## config.mk

```make
export PLATFORM = sky130hd
export DESIGN_NAME = accelerator_tensor_float_adder_scheduler
export DESIGN_NICKNAME = d
export VERILOG_FILES = /design/src/rtl/accelerator_tensor_float_adder_scheduler.sv
export SDC_FILE = /design/constraint.sdc
export NUM_CORES = 2
export LEC_CHECK = 0
export CAP_MARGIN = 40
export CORE_UTILIZATION = 45
export CTS_BUF_LIST = sky130_fd_sc_hd__clkbuf_8
export CTS_CLUSTER_SIZE = 14
export DETAILED_ROUTE_END_ITERATION = 7
export PLACE_DENSITY = 0.82
export SKIP_LAST_GASP = 1
export SLEW_MARGIN = 25
export SYNTH_ARGS = -nofsm -noshare
export SYNTH_HDL_FRONTEND = slang
export SYNTH_SLANG_ARGS = --single-unit
```

## constraint.sdc

```tcl
create_clock -name i_clk -period 4.4 [get_ports i_clk]
set_input_delay 0.44 -clock i_clk [delete_from_list [all_inputs] [get_ports i_clk]]
set_output_delay 0.44 -clock i_clk [all_outputs]
set_load 0.02 [all_outputs]
```

## src/rtl/accelerator_tensor_float_adder_scheduler.sv

```systemverilog
// Tensor add/sub sequencer: walks (i,j) and runs one SIZE_K vector op per pair on a shared vector float adder.
// Optional watchdog on RESULT/VWAIT: define ACCELERATOR_TENSOR_FLOAT_ADDER_SCHEDULER_TIMEOUT_EN (adds TIMEOUT_CYCLES, o_error).
//
// state   | meaning
// IDLE    | waiting for i_start; sizes and operation latched on start
// VSTART  | one-cycle o_vector_start for the current (i,j) pair
// FEED    | o_data_in_ready high, waiting for an A/B pair
// RESULT  | operands issued, waiting for the vector result
// VWAIT   | all K results returned, waiting for i_vector_ready
// ENDER   | o_ready pulse, then back to IDLE
module accelerator_tensor_float_adder_scheduler #(
    parameter int DATA_SIZE    = 64,
    parameter int CONTROL_SIZE = 4
`ifdef ACCELERATOR_TENSOR_FLOAT_ADDER_SCHEDULER_TIMEOUT_EN
    ,
    parameter int TIMEOUT_CYCLES = 1024
`endif
) (
    input  logic                 i_clk,
    input  logic                 i_rst,
    input  logic                 i_start,
    output logic                 o_ready,
    input  logic                 i_operation,
    input  logic [DATA_SIZE-1:0] i_size_i_in,
    input  logic [DATA_SIZE-1:0] i_size_j_in,
    input  logic [DATA_SIZE-1:0] i_size_k_in,
    input  logic                 i_data_in_enable,
    output logic                 o_data_in_ready,
    input  logic [DATA_SIZE-1:0] i_data_a_in,
    input  logic [DATA_SIZE-1:0] i_data_b_in,
    output logic [DATA_SIZE-1:0] o_data_out,
    output logic                 o_data_out_i_enable,
    output logic                 o_data_out_j_enable,
    output logic                 o_data_out_k_enable,
    output logic                 o_vector_start,
    input  logic                 i_vector_ready,
    output logic                 o_vector_operation,
    output logic [DATA_SIZE-1:0] o_vector_size,
    output logic                 o_vector_data_a_enable,
    output logic                 o_vector_data_b_enable,
    output logic [DATA_SIZE-1:0] o_vector_data_a,
    output logic [DATA_SIZE-1:0] o_vector_data_b,
    input  logic                 i_vector_data_out_enable,
    input  logic [DATA_SIZE-1:0] i_vector_data_out
`ifdef ACCELERATOR_TENSOR_FLOAT_ADDER_SCHEDULER_TIMEOUT_EN
    ,
    output logic                 o_error
`endif
);

    typedef enum logic [2:0] {
        ST_IDLE   = 3'd0,
        ST_VSTART = 3'd1,
        ST_FEED   = 3'd2,
        ST_RESULT = 3'd3,
        ST_VWAIT  = 3'd4,
        ST_ENDER  = 3'd5
    } state_t;

    localparam logic [DATA_SIZE-1:0] ONE = DATA_SIZE'(1);

    state_t r_state;
    state_t w_next_state;

    logic [DATA_SIZE-1:0] r_size_i;
    logic [DATA_SIZE-1:0] r_size_j;
    logic [DATA_SIZE-1:0] r_size_k;
    logic                 r_operation;
    logic [DATA_SIZE-1:0] r_i;
    logic [DATA_SIZE-1:0] r_j;
    logic [DATA_SIZE-1:0] r_k;

    logic                 r_ready;
    logic                 r_vector_start;
    logic                 r_operand_enable;
    logic [DATA_SIZE-1:0] r_vector_data_a;
    logic [DATA_SIZE-1:0] r_vector_data_b;
    logic [DATA_SIZE-1:0] r_data_out;
    logic                 r_out_i_enable;
    logic                 r_out_j_enable;
    logic                 r_out_k_enable;

    logic w_zero_size;
    logic w_last_i;
    logic w_last_j;
    logic w_last_k;
    logic w_timeout;

    assign w_zero_size = (i_size_i_in == '0) || (i_size_j_in == '0) || (i_size_k_in == '0);
    assign w_last_i    = (r_i == r_size_i - ONE);
    assign w_last_j    = (r_j == r_size_j - ONE);
    assign w_last_k    = (r_k == r_size_k - ONE);

`ifdef ACCELERATOR_TENSOR_FLOAT_ADDER_SCHEDULER_TIMEOUT_EN
    logic [31:0] r_wdog;
    logic        r_error;

    assign w_timeout = ((r_state == ST_RESULT) || (r_state == ST_VWAIT)) &&
                       (r_wdog == 32'(TIMEOUT_CYCLES - 1));
`else
    assign w_timeout = 1'b0;
`endif

    always_comb begin
        w_next_state = r_state;
        case (r_state)
            ST_IDLE: begin
                if (i_start) begin
                    w_next_state = w_zero_size ? ST_ENDER : ST_VSTART;
                end
            end
            ST_VSTART: begin
                w_next_state = ST_FEED;
            end
            ST_FEED: begin
                if (i_data_in_enable) begin
                    w_next_state = ST_RESULT;
                end
            end
            ST_RESULT: begin
                if (i_vector_data_out_enable) begin
                    w_next_state = w_last_k ? ST_VWAIT : ST_FEED;
                end
            end
            ST_VWAIT: begin
                if (i_vector_ready) begin
                    w_next_state = (w_last_i && w_last_j) ? ST_ENDER : ST_VSTART;
                end
            end
            ST_ENDER: begin
                w_next_state = ST_IDLE;
            end
            default: begin
                w_next_state = ST_IDLE;
            end
        endcase
        // A stalled vector unit abandons the whole tensor operation.
        if (w_timeout) begin
            w_next_state = ST_IDLE;
        end
    end

    always_ff @(posedge i_clk) begin
        if (i_rst) begin
            r_state          <= ST_IDLE;
            r_size_i         <= '0;
            r_size_j         <= '0;
            r_size_k         <= '0;
            r_operation      <= 1'b0;
            r_i              <= '0;
            r_j              <= '0;
            r_k              <= '0;
            r_ready          <= 1'b0;
            r_vector_start   <= 1'b0;
            r_operand_enable <= 1'b0;
            r_vector_data_a  <= '0;
            r_vector_data_b  <= '0;
            r_data_out       <= '0;
            r_out_i_enable   <= 1'b0;
            r_out_j_enable   <= 1'b0;
            r_out_k_enable   <= 1'b0;
        end else begin
            r_state          <= w_next_state;
            r_ready          <= (w_next_state == ST_ENDER) || w_timeout;
            r_vector_start   <= (w_next_state == ST_VSTART);
            r_operand_enable <= 1'b0;
            r_out_i_enable   <= 1'b0;
            r_out_j_enable   <= 1'b0;
            r_out_k_enable   <= 1'b0;

            case (r_state)
                ST_IDLE: begin
                    if (i_start) begin
                        r_size_i    <= i_size_i_in;
                        r_size_j    <= i_size_j_in;
                        r_size_k    <= i_size_k_in;
                        r_operation <= i_operation;
                        r_i         <= '0;
                        r_j         <= '0;
                        r_k         <= '0;
                    end
                end
                ST_FEED: begin
                    if (i_data_in_enable) begin
                        r_vector_data_a  <= i_data_a_in;
                        r_vector_data_b  <= i_data_b_in;
                        r_operand_enable <= 1'b1;
                    end
                end
                ST_RESULT: begin
                    if (i_vector_data_out_enable) begin
                        r_data_out     <= i_vector_data_out;
                        r_out_k_enable <= 1'b1;
                        r_out_j_enable <= (r_k == '0);
                        r_out_i_enable <= (r_k == '0) && (r_j == '0);
                        r_k            <= w_last_k ? '0 : r_k + ONE;
                    end
                end
                ST_VWAIT: begin
                    if (i_vector_ready) begin
                        if (w_last_j) begin
                            r_j <= '0;
                            r_i <= r_i + ONE;
                        end else begin
                            r_j <= r_j + ONE;
                        end
                    end
                end
                default: begin
                end
            endcase

            if (w_timeout) begin
                r_i <= '0;
                r_j <= '0;
                r_k <= '0;
            end
        end
    end

`ifdef ACCELERATOR_TENSOR_FLOAT_ADDER_SCHEDULER_TIMEOUT_EN
    // Watchdog restarts on every state change, so it measures time spent in one state.
    always_ff @(posedge i_clk) begin
        if (i_rst) begin
            r_wdog  <= '0;
            r_error <= 1'b0;
        end else begin
            r_error <= w_timeout;
            if (w_next_state != r_state) begin
                r_wdog <= '0;
            end else if ((r_state == ST_RESULT) || (r_state == ST_VWAIT)) begin
                r_wdog <= r_wdog + 32'd1;
            end
        end
    end

    assign o_error = r_error;
`endif

    assign o_ready                = r_ready;
    assign o_data_in_ready        = (r_state == ST_FEED);
    assign o_data_out             = r_data_out;
    assign o_data_out_i_enable    = r_out_i_enable;
    assign o_data_out_j_enable    = r_out_j_enable;
    assign o_data_out_k_enable    = r_out_k_enable;
    assign o_vector_start         = r_vector_start;
    assign o_vector_operation     = r_operation;
    assign o_vector_size          = r_size_k;
    assign o_vector_data_a_enable = r_operand_enable;
    assign o_vector_data_b_enable = r_operand_enable;
    assign o_vector_data_a        = r_vector_data_a;
    assign o_vector_data_b        = r_vector_data_b;

endmodule
```

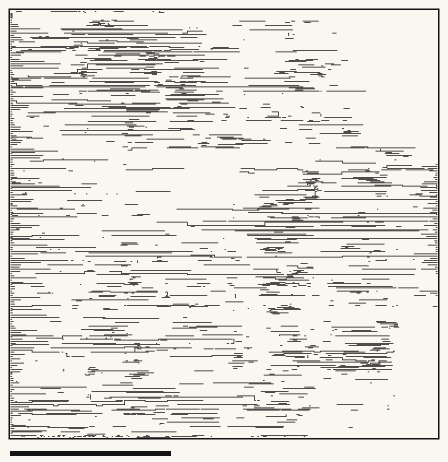
(images/met3.png)
The bar under the picture is 100 um long.
wire length on this layer = 14400 um
share of all routed wire = 10%

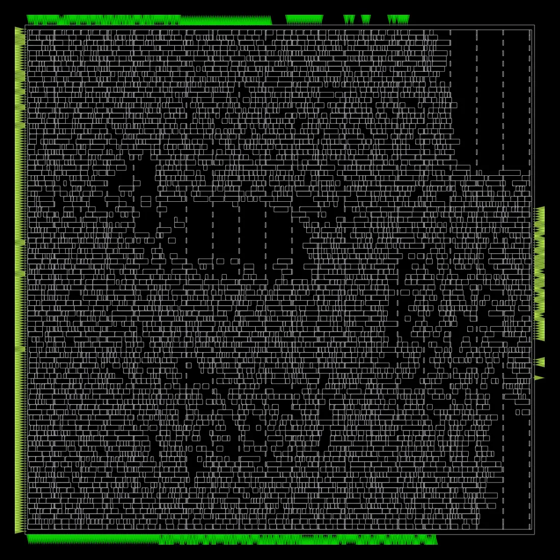
(images/final_placement.png)
final core occ: 61.6%
row count: 96
total core area: 68800 um^2
TAP cells: 931

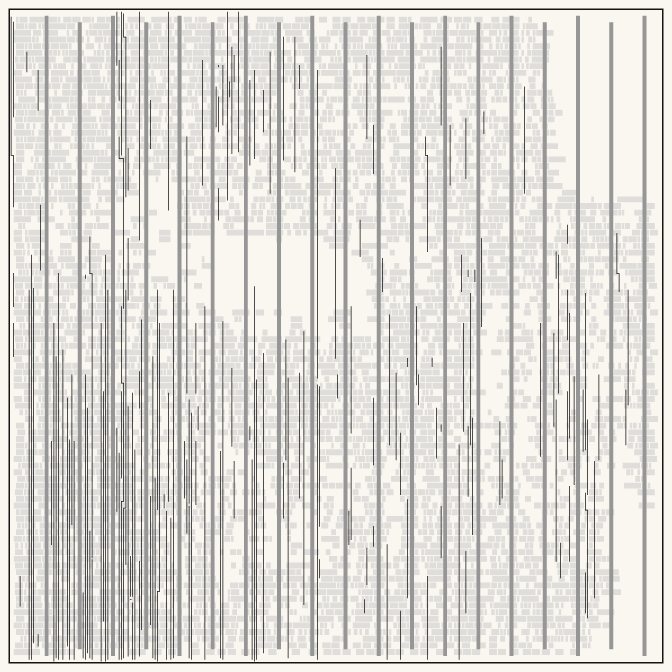
(images/met4.png)
Supply wires on this layer in grey.
share of all routed wire = 6.9%
main direction = vertical

==> impl_metrics.py <==
# Auto-generated metrics
metrics = {
    "logic_synthesis": {
        "yosys_area_um2": 31500,
        "ys_warn_count": 0,
        "avgSynthCellArea_um2": 7.55,
        "ys_ff": 586,
        "synthFlopType": "dfxtp_1",
        "yosysUniqueCellTypes": 89,
        "syn_area_um2": 31500,
        "syn_nets": 4565,
        "yosysSeqAreaShare_pct": 37.3,
        "synth-edff-count": 0,
    },
    "clocking": {
        "tritoncts": "done",
        "clock_path_buffers": 3,
        "cts-hold-fix-buffers": 0,
        "clkSinkCount": 586,
        "cts-buffers-inserted": 99,
        "cts_root_buffer": "clkbuf_8",
        "clock_latency_ns": 0.73,
    },
    "finish": {
        "final_nets": 5253,
        "seqCellArea_um2": 11700,
        "final_layout_top_logic_cells": "nand2_1, clkdlybuf4s50_1, dfxtp_1",
        "n_fill_cell": 5951,
        "synthToLayoutAreaGrowth_pct": 34.8,
        "final_layout_top_logic_cell": "nand2_1",
    },
    "final_timing": {
        "drv_slew": 0,
        "tightest_slew_ns": 0.988,
        "fmax_mhz": 230,
        "period_used_pct": 98.7,
        "hold_ws_ns": 0.179,
        "setup_viol": 0,
        "skew_ns": 0.0550,
        "period_needed_ns": 4.34,
        "hold_viol_final": 0,
    },
    "worst_setup_path": {
        "cp_common_cell": "or4_4",
        "critPathLaunch": "o_vector_size[9]",
        "reg2reg_depth": 12,
        "max_stage_delay_ns": 0.60,
        "cp-start-kind": "register",
        "critPathKind": "reg -> reg",
        "cp.required_ns": 4.98,
        "crit_chain": "or4_4 -> or4_4 -> or3_1 -> o32a_1 -> a2111oi_4 -> nand4_1 -> or4_4 -> o311a_4 -> o21ai_4 -> buf_4 -> clkbuf_16 -> nor2_2",
        "crit_arrival_ns": 4.92,
        "slowest_stage": "or4_4",
        "crit_fanout": 15,
    },
    "worst_hold_path": {
        "min_from": "i_rst",
        "whs_path_depth": 2,
    },
    "place": {
        "place_congestion": 1.03,
        "dp_hpwl_um": 108000,
        "io_buffers": 655,
    },
    "flow_run": {
        "maxCapViolations": 0,
        "warnings": 30,
    },
    "global_route": {
        "antenna_found_initial": 8,
        "grt_pass1_vias": 32387,
        "grt_overflow": 0,
        "grt_pass1_wl_um": 202000,
    },
    "power": {
        "power_frac_seq_pct": 39.7,
        "p_int_w": 0.00989,
        "power_switching_w": 0.00447,
        "powerDensity_nw_per_um2": 339,
        "vdd_drop_max_mv": 0.319,
        "fin_total_pwr_w": 0.0144,
        "p_leak_nw": 15.1,
    },
    "die": {
        "die-area_um2": 71000,
        "fp.dieW_um": 266,
        "initCoreUtil_pct": 45.7,
    },
    "detailed_routing": {
        "vias": 35352,
        "drt_iter0_drc": 3810,
        "antenna_left": 0,
        "wire_per_inst_um": 23.5,
        "dr.pass1.iters": 8,
    },
    "run_status": {
        "outcome": "finished, final reports clean",
    },
}
## layer usage
| metal | share of wire [%] | GRT usage, % |
|---|---|---|
| met5 | 0.036 | 0 |
| met4 | 6.8 | 23.0 |
| met1 | 40 | 47.5 |
| met2 | 43 | 56.3 |
| met3 | 10 | 9.25 |
## synthesized netlist by cell type (11+ instances only)
library cell / n / share of area [%]
a21oi_1: 484 / 7.7
nand4_1: 110 / 2.2
or2_2: 20 / 0.40
or3_1: 29 / 0.58
xor2_1: 138 / 3.8
a21o_1: 11 / 0.26
and2_1: 25 / 0.50
and4_1: 24 / 0.67
nor2_2: 20 / 0.40
nor2_1: 201 / 2.4
clkbuf_1: 272 / 3.2
dfxtp_1: 586 / 37
nand2b_1: 21 / 0.42
o311ai_0: 20 / 0.56
nor4b_1: 15 / 0.42
inv_1: 43 / 0.51
mux2i_1: 18 / 0.57
nor3_1: 110 / 1.8
nand3_1: 131 / 2.1
o21ai_0: 37 / 0.59
a22o_1: 11 / 0.31
nor2b_1: 14 / 0.28
nor4_1: 179 / 3.6
or4_1: 108 / 2.6
o21a_1: 24 / 0.57
a31oi_1: 22 / 0.44
xnor2_1: 177 / 4.9
and3_1: 71 / 1.4
nand2_1: 935 / 11
o211ai_1: 15 / 0.36
o31ai_1: 83 / 2.0
## final timing paths
| check | slack (ns) | to |
|---|---|---|
| min | 0.18 | r_size_j[40] |
| min reg2reg | 0.45 | o_vector_data_b[3] |
| max reg2reg | 0.06 | r_k[5] |
| max | 0.06 | r_k[5] |
## cells by family after synthesis
family	synth area share [%]
AOI/OAI and AO/OA	16.3
muxes	0.644
and+or+nand+nor	32.3
buffers and inverters	4.20
adders and majority gates	0.318
DFF	37.3
xor gates and xnor gates	8.91
## area by class of cell
class,count,share of cell area (%)
timing repair buffer,881,20.1
inverter,43,0.381
antenna,2,0.0118
tap,931,2.75
multi-input combinational,3243,43.9
sequential,586,27.7
clock inverter,61,1.37
clock buffer,118,3.83
## registers in the layout, indices dropped and copies added (netlist names), 3 cells and up
register and flops:
o_data_out 64, o_vector_data_a 64, o_vector_data_b 64, o_vector_size 64, r_i 64, r_j 64
r_k 64, r_size_i 64, r_size_j 64, r_state 3
## metrics by stage
step	std cells	setup slack (ns)	setup TNS (ns)	cell area, um^2
final	5865	0.0561	0	42400
after global routing	5865	-0.0175	-0.239	42400
after CTS	5854	0.00517	0	42100
after detailed placement	5675	0.00670	0	39900
after global placement	5668	-0.00638	-0.00638	39800
after floorplan	4166	0.0748	0	31500
## critical path: cells and delay by family (launching register included)
kind / cells / cell delay [ns]
buffers and inverters: 2 / 0.36
DFF: 1 / 0.32
and+or+nand+nor: 6 / 2.27
AOI/OAI and AO/OA: 4 / 1.24
## power by group through the flow
stage	clock network, W	logic [W]	registers [W]
2_1_floorplan	0	0.00152	0.00586
3_3_place_gp	0	0.00302	0.00580
3_5_place_dp	0	0.00303	0.00581
4_1_cts	0.00554	0.00305	0.00570
5_1_grt	0.00577	0.00337	0.00572
6_report	0.00548	0.00317	0.00571
No activity file was given, so power comes from the tool's default toggle rates.
